`config.mk`:
```
export PLATFORM = sky130hd
export DESIGN_NAME = match_ctrl
export DESIGN_NICKNAME = d
export VERILOG_FILES = /design/src/rtl/match_ctrl.sv
export SDC_FILE = /design/constraint.sdc
export NUM_CORES = 1
export LEC_CHECK = 0
export ABC_AREA = 1
export CAP_MARGIN = 20
export CORE_MARGIN = 4
export CORE_UTILIZATION = 30
export CTS_CLUSTER_SIZE = 10
export DETAILED_ROUTE_END_ITERATION = 7
export PLACE_DENSITY = 0.49
export SLEW_MARGIN = 30
export SYNTH_ARGS = -nofsm -noshare
export SYNTH_HDL_FRONTEND = slang
export SYNTH_SLANG_ARGS = --single-unit
```
`constraint.sdc`:
```
create_clock -name clk -period 2.3 [get_ports clk]
set_input_delay 0.345 -clock clk [delete_from_list [all_inputs] [get_ports clk]]
set_output_delay 0.345 -clock clk [all_outputs]
set_load 0.01 [all_outputs]
```
`src/rtl/match_ctrl.sv`:
```
// rtl/match_ctrl.sv - Big-Head-Soccer match sequencer: game FSM, countdown timer, scores, HUD blink
//
// Owns the match flow (IDLE -> KICKOFF -> PLAY <-> GOAL -> OVER), the countdown
// timer, both scores and the HUD blink phase. All timing is in frame ticks.
//
// Optional feature macro: GOLDEN_GOAL_EN
//   defined   - a tie at timer expiry stays in PLAY (sudden death, timer held at 0,
//               HUD blinking); the next goal ends the match with the scorer as winner.
//   undefined - a tie at timer expiry ends the match with winner = 2'b11 (draw).
//
// Ports:
//   clk         in   system clock
//   reset       in   asynchronous, active-high reset
//   frame_tick  in   one-cycle pulse per frame
//   start_btn   in   one-cycle start pulse (IDLE: start match, OVER: back to IDLE)
//   goal_left   in   one-cycle pulse, credits the right player
//   goal_right  in   one-cycle pulse, credits the left player
//   score_l     out  [3:0] left score
//   score_r     out  [3:0] right score
//   time_sec    out  [6:0] remaining seconds
//   state       out  [2:0] IDLE=0 KICKOFF=1 PLAY=2 GOAL=3 OVER=4
//   freeze      out  high whenever state is not PLAY
//   kickoff     out  one-cycle pulse on the KICKOFF->PLAY transition
//   winner      out  [1:0] 00 none, 01 left, 10 right, 11 draw
//   hud_flash   out  HUD blink phase
module match_ctrl #(
    parameter int FRAMES_PER_SEC    = 60,
    parameter int MATCH_SECONDS     = 90,
    parameter int KICKOFF_FRAMES    = 60,
    parameter int GOAL_PAUSE_FRAMES = 120,
    parameter int MAX_SCORE         = 9,
    parameter int FLASH_FRAMES      = 15
) (
    input  logic       clk,
    input  logic       reset,
    input  logic       frame_tick,
    input  logic       start_btn,
    input  logic       goal_left,
    input  logic       goal_right,
    output logic [3:0] score_l,
    output logic [3:0] score_r,
    output logic [6:0] time_sec,
    output logic [2:0] state,
    output logic       freeze,
    output logic       kickoff,
    output logic [1:0] winner,
    output logic       hud_flash
);

    // One shared frame counter serves kickoff, per-second and goal-pause timing.
    localparam int FC_MAX_A = (FRAMES_PER_SEC > KICKOFF_FRAMES) ? FRAMES_PER_SEC : KICKOFF_FRAMES;
    localparam int FC_MAX   = (FC_MAX_A > GOAL_PAUSE_FRAMES) ? FC_MAX_A : GOAL_PAUSE_FRAMES;
    localparam int FC_W     = $clog2(FC_MAX + 1);
    localparam int FL_W     = $clog2(FLASH_FRAMES + 1);

    typedef enum logic [2:0] {
        S_IDLE    = 3'd0,
        S_KICKOFF = 3'd1,
        S_PLAY    = 3'd2,
        S_GOAL    = 3'd3,
        S_OVER    = 3'd4
    } state_t;

    state_t            r_state, w_state_nx;
    logic [FC_W-1:0]   r_fc, w_fc_nx;
    logic [FL_W-1:0]   r_flc, w_flc_nx;
    logic [3:0]        r_score_l, w_score_l_nx, r_score_r, w_score_r_nx;
    logic [6:0]        r_time_sec, w_time_sec_nx;
    logic              r_freeze, w_freeze_nx;
    logic              r_kickoff, w_kickoff_nx;
    logic [1:0]        r_winner, w_winner_nx;
    logic              r_hud_flash, w_hud_flash_nx;

    logic              w_goal;
    logic              w_flashing;
    logic [3:0]        w_score_l_cr, w_score_r_cr;
    logic [6:0]        w_time_dec;

    function automatic logic [1:0] f_winner(input logic [3:0] l, input logic [3:0] r);
        if (l > r)      return 2'b01;
        else if (r > l) return 2'b10;
        else            return 2'b11;
    endfunction

    assign w_goal       = goal_left | goal_right;
    // Scores as they would be after crediting this cycle's goal pulses (saturating).
    assign w_score_l_cr = (goal_right && r_score_l != 4'(MAX_SCORE)) ? r_score_l + 4'd1 : r_score_l;
    assign w_score_r_cr = (goal_left  && r_score_r != 4'(MAX_SCORE)) ? r_score_r + 4'd1 : r_score_r;
    assign w_time_dec   = (r_time_sec == 7'd0) ? 7'd0 : r_time_sec - 7'd1;

    always_comb begin
        w_state_nx     = r_state;
        w_fc_nx        = r_fc;
        w_flc_nx       = r_flc;
        w_score_l_nx   = r_score_l;
        w_score_r_nx   = r_score_r;
        w_time_sec_nx  = r_time_sec;
        w_kickoff_nx   = 1'b0;
        w_winner_nx    = r_winner;
        w_hud_flash_nx = r_hud_flash;
        w_flashing     = 1'b0;

        case (r_state)
            S_IDLE: begin
                if (start_btn) begin
                    w_score_l_nx  = 4'd0;
                    w_score_r_nx  = 4'd0;
                    w_time_sec_nx = 7'(MATCH_SECONDS);
                    w_winner_nx   = 2'b00;
                    w_fc_nx       = '0;
                    w_state_nx    = S_KICKOFF;
                end
            end
            S_KICKOFF: begin
                if (frame_tick) begin
                    if (r_fc == FC_W'(KICKOFF_FRAMES - 1)) begin
                        w_fc_nx      = '0;
                        w_kickoff_nx = 1'b1;
                        w_state_nx   = S_PLAY;
                    end else begin
                        w_fc_nx = r_fc + 1'b1;
                    end
                end
            end
            S_PLAY: begin
`ifdef GOLDEN_GOAL_EN
                w_flashing = (r_time_sec == 7'd0);
`endif
                // A goal swallows any frame_tick in the same cycle.
                if (w_goal) begin
                    w_score_l_nx = w_score_l_cr;
                    w_score_r_nx = w_score_r_cr;
                    w_fc_nx      = '0;
`ifdef GOLDEN_GOAL_EN
                    if (r_time_sec == 7'd0) begin
                        w_state_nx  = S_OVER;
                        w_winner_nx = f_winner(w_score_l_cr, w_score_r_cr);
                    end else begin
                        w_state_nx = S_GOAL;
                    end
`else
                    w_state_nx = S_GOAL;
`endif
                end else if (frame_tick) begin
                    if (r_fc == FC_W'(FRAMES_PER_SEC - 1)) begin
                        w_fc_nx       = '0;
                        w_time_sec_nx = w_time_dec;
                        if (w_time_dec == 7'd0) begin
`ifdef GOLDEN_GOAL_EN
                            if (r_score_l != r_score_r) begin
                                w_state_nx  = S_OVER;
                                w_winner_nx = f_winner(r_score_l, r_score_r);
                            end
`else
                            w_state_nx  = S_OVER;
                            w_winner_nx = f_winner(r_score_l, r_score_r);
`endif
                        end
                    end else begin
                        w_fc_nx = r_fc + 1'b1;
                    end
                end
            end
            S_GOAL: begin
                w_flashing = 1'b1;
                // Reaching MAX_SCORE ends the match one cycle after entering GOAL.
                if (r_score_l == 4'(MAX_SCORE) || r_score_r == 4'(MAX_SCORE)) begin
                    w_state_nx  = S_OVER;
                    w_winner_nx = f_winner(r_score_l, r_score_r);
                end else if (frame_tick) begin
                    if (r_fc == FC_W'(GOAL_PAUSE_FRAMES - 1)) begin
                        w_fc_nx    = '0;
                        w_state_nx = S_KICKOFF;
                    end else begin
                        w_fc_nx = r_fc + 1'b1;
                    end
                end
            end
            S_OVER: begin
                w_flashing = 1'b1;
                if (start_btn) begin
                    w_state_nx = S_IDLE;
                end
            end
            default: begin
                w_state_nx = S_IDLE;
            end
        endcase

        // Blink phase restarts from 0 on every state change.
        if (w_state_nx != r_state) begin
            w_flc_nx       = '0;
            w_hud_flash_nx = 1'b0;
        end else if (w_flashing && frame_tick) begin
            if (r_flc == FL_W'(FLASH_FRAMES - 1)) begin
                w_flc_nx       = '0;
                w_hud_flash_nx = ~r_hud_flash;
            end else begin
                w_flc_nx = r_flc + 1'b1;
            end
        end

        w_freeze_nx = (w_state_nx != S_PLAY);
    end

    always_ff @(posedge clk or posedge reset) begin
        if (reset) begin
            r_state     <= S_IDLE;
            r_fc        <= '0;
            r_flc       <= '0;
            r_score_l   <= 4'd0;
            r_score_r   <= 4'd0;
            r_time_sec  <= 7'(MATCH_SECONDS);
            r_freeze    <= 1'b1;
            r_kickoff   <= 1'b0;
            r_winner    <= 2'b00;
            r_hud_flash <= 1'b0;
        end else begin
            r_state     <= w_state_nx;
            r_fc        <= w_fc_nx;
            r_flc       <= w_flc_nx;
            r_score_l   <= w_score_l_nx;
            r_score_r   <= w_score_r_nx;
            r_time_sec  <= w_time_sec_nx;
            r_freeze    <= w_freeze_nx;
            r_kickoff   <= w_kickoff_nx;
            r_winner    <= w_winner_nx;
            r_hud_flash <= w_hud_flash_nx;
        end
    end

    assign state     = r_state;
    assign score_l   = r_score_l;
    assign score_r   = r_score_r;
    assign time_sec  = r_time_sec;
    assign freeze    = r_freeze;
    assign kickoff   = r_kickoff;
    assign winner    = r_winner;
    assign hud_flash = r_hud_flash;

endmodule

```
Fig. 1: pin map
Scale: 4 px per um. Pins as bars across the die edge, other pins in grey.
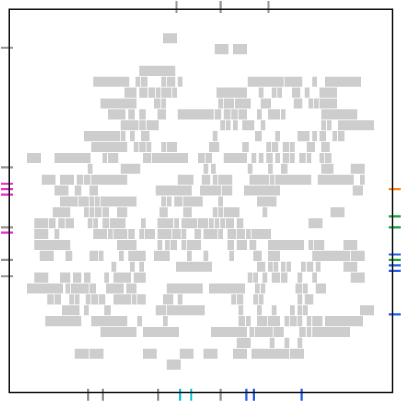
| port | colour | pins | direction | edge |
|---|---|---|---|---|
| `time_sec` | blue | 7 | output | 4 right, 3 bottom |
| `score_r` | magenta | 4 | output | left |
| `reset` | orange | 1 | input | right |
| `winner` | cyan | 2 | output | bottom |
| `state` | green | 3 | output | right |
port bufs: 28
chip width: 95.46 um
Die H: 95.46 um

Fig. 2: clock distribution
Scale: 4 px per um.
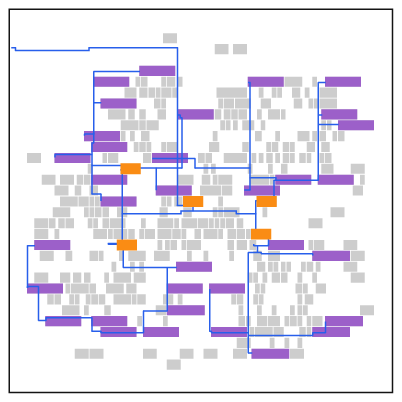
[clock wires] blue | length: 567 um
[flip-flops] purple | count: 34
[clock drivers] orange | count: 5
flops lie: all over the die

Fig. 3: signal wires by layer
Scale: 3 px per um. Only two layers are drawn.
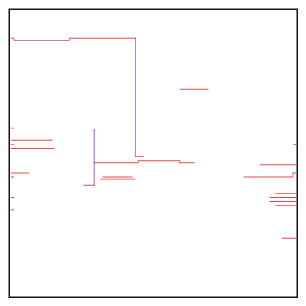
| layer | colour | wire length |
|---|---|---|
| metal 4 | purple | 57.8 um |
| metal 3 | red | 217 um |
DR WL/cell: 12.90 um
total track usage: 0.1322
total number of vias: 2036

Fig. 4: clock wiring as the flow saved it
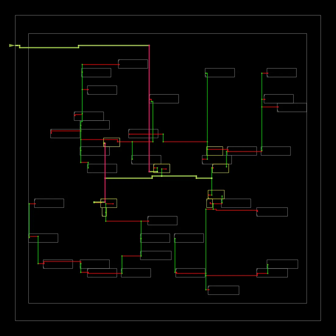
clk_lat worst skew: 0.28 ns
registers: 34
CTS buffer count: 5
Clock group: 0.465 mW

==> run summary <==
combinational power: 0.280 mW
status: completed
clock sinks: 34
maximum vdd drop: 0.2349 mV
nonclk buf count: 35
critical path's most frequent cell: nand2_1
tool warning count: 29
yosys aoi share: 0.1510
Root Buffer Master: clkbuf_8
hold_buf cts: 0
Flop area: 857.1 um^2
WL met2: 2534 um
Largest cell class: logic gates
met1 Resource Use GR: 0.1807
nets@finish: 351
Final Hold Fails: 0
met3 Use GR: 0.03078
CP Capture Type: flip-flop
Iter 0 DRT Violations: 79
Final Instance Count excl. Fillers: 433
Clk pwr share: 0.326
clock slew at reported path FFs: 0.07 ns
count of cell types in the netlist: 36
Total Power: 1.429 mW
Post-synth EDFFs: 0
Slowest-stage cell, CP: dfstp_2
crit path max fanout: 6
Initial Util: 0.3130
Multiplexer share: 0
most frequent cell after synthesis: nand2_1
Crit. Startpoint: time_sec[1]
first-pass GRT wire length: 9377 um
Power and IR drop assume default switching activity.
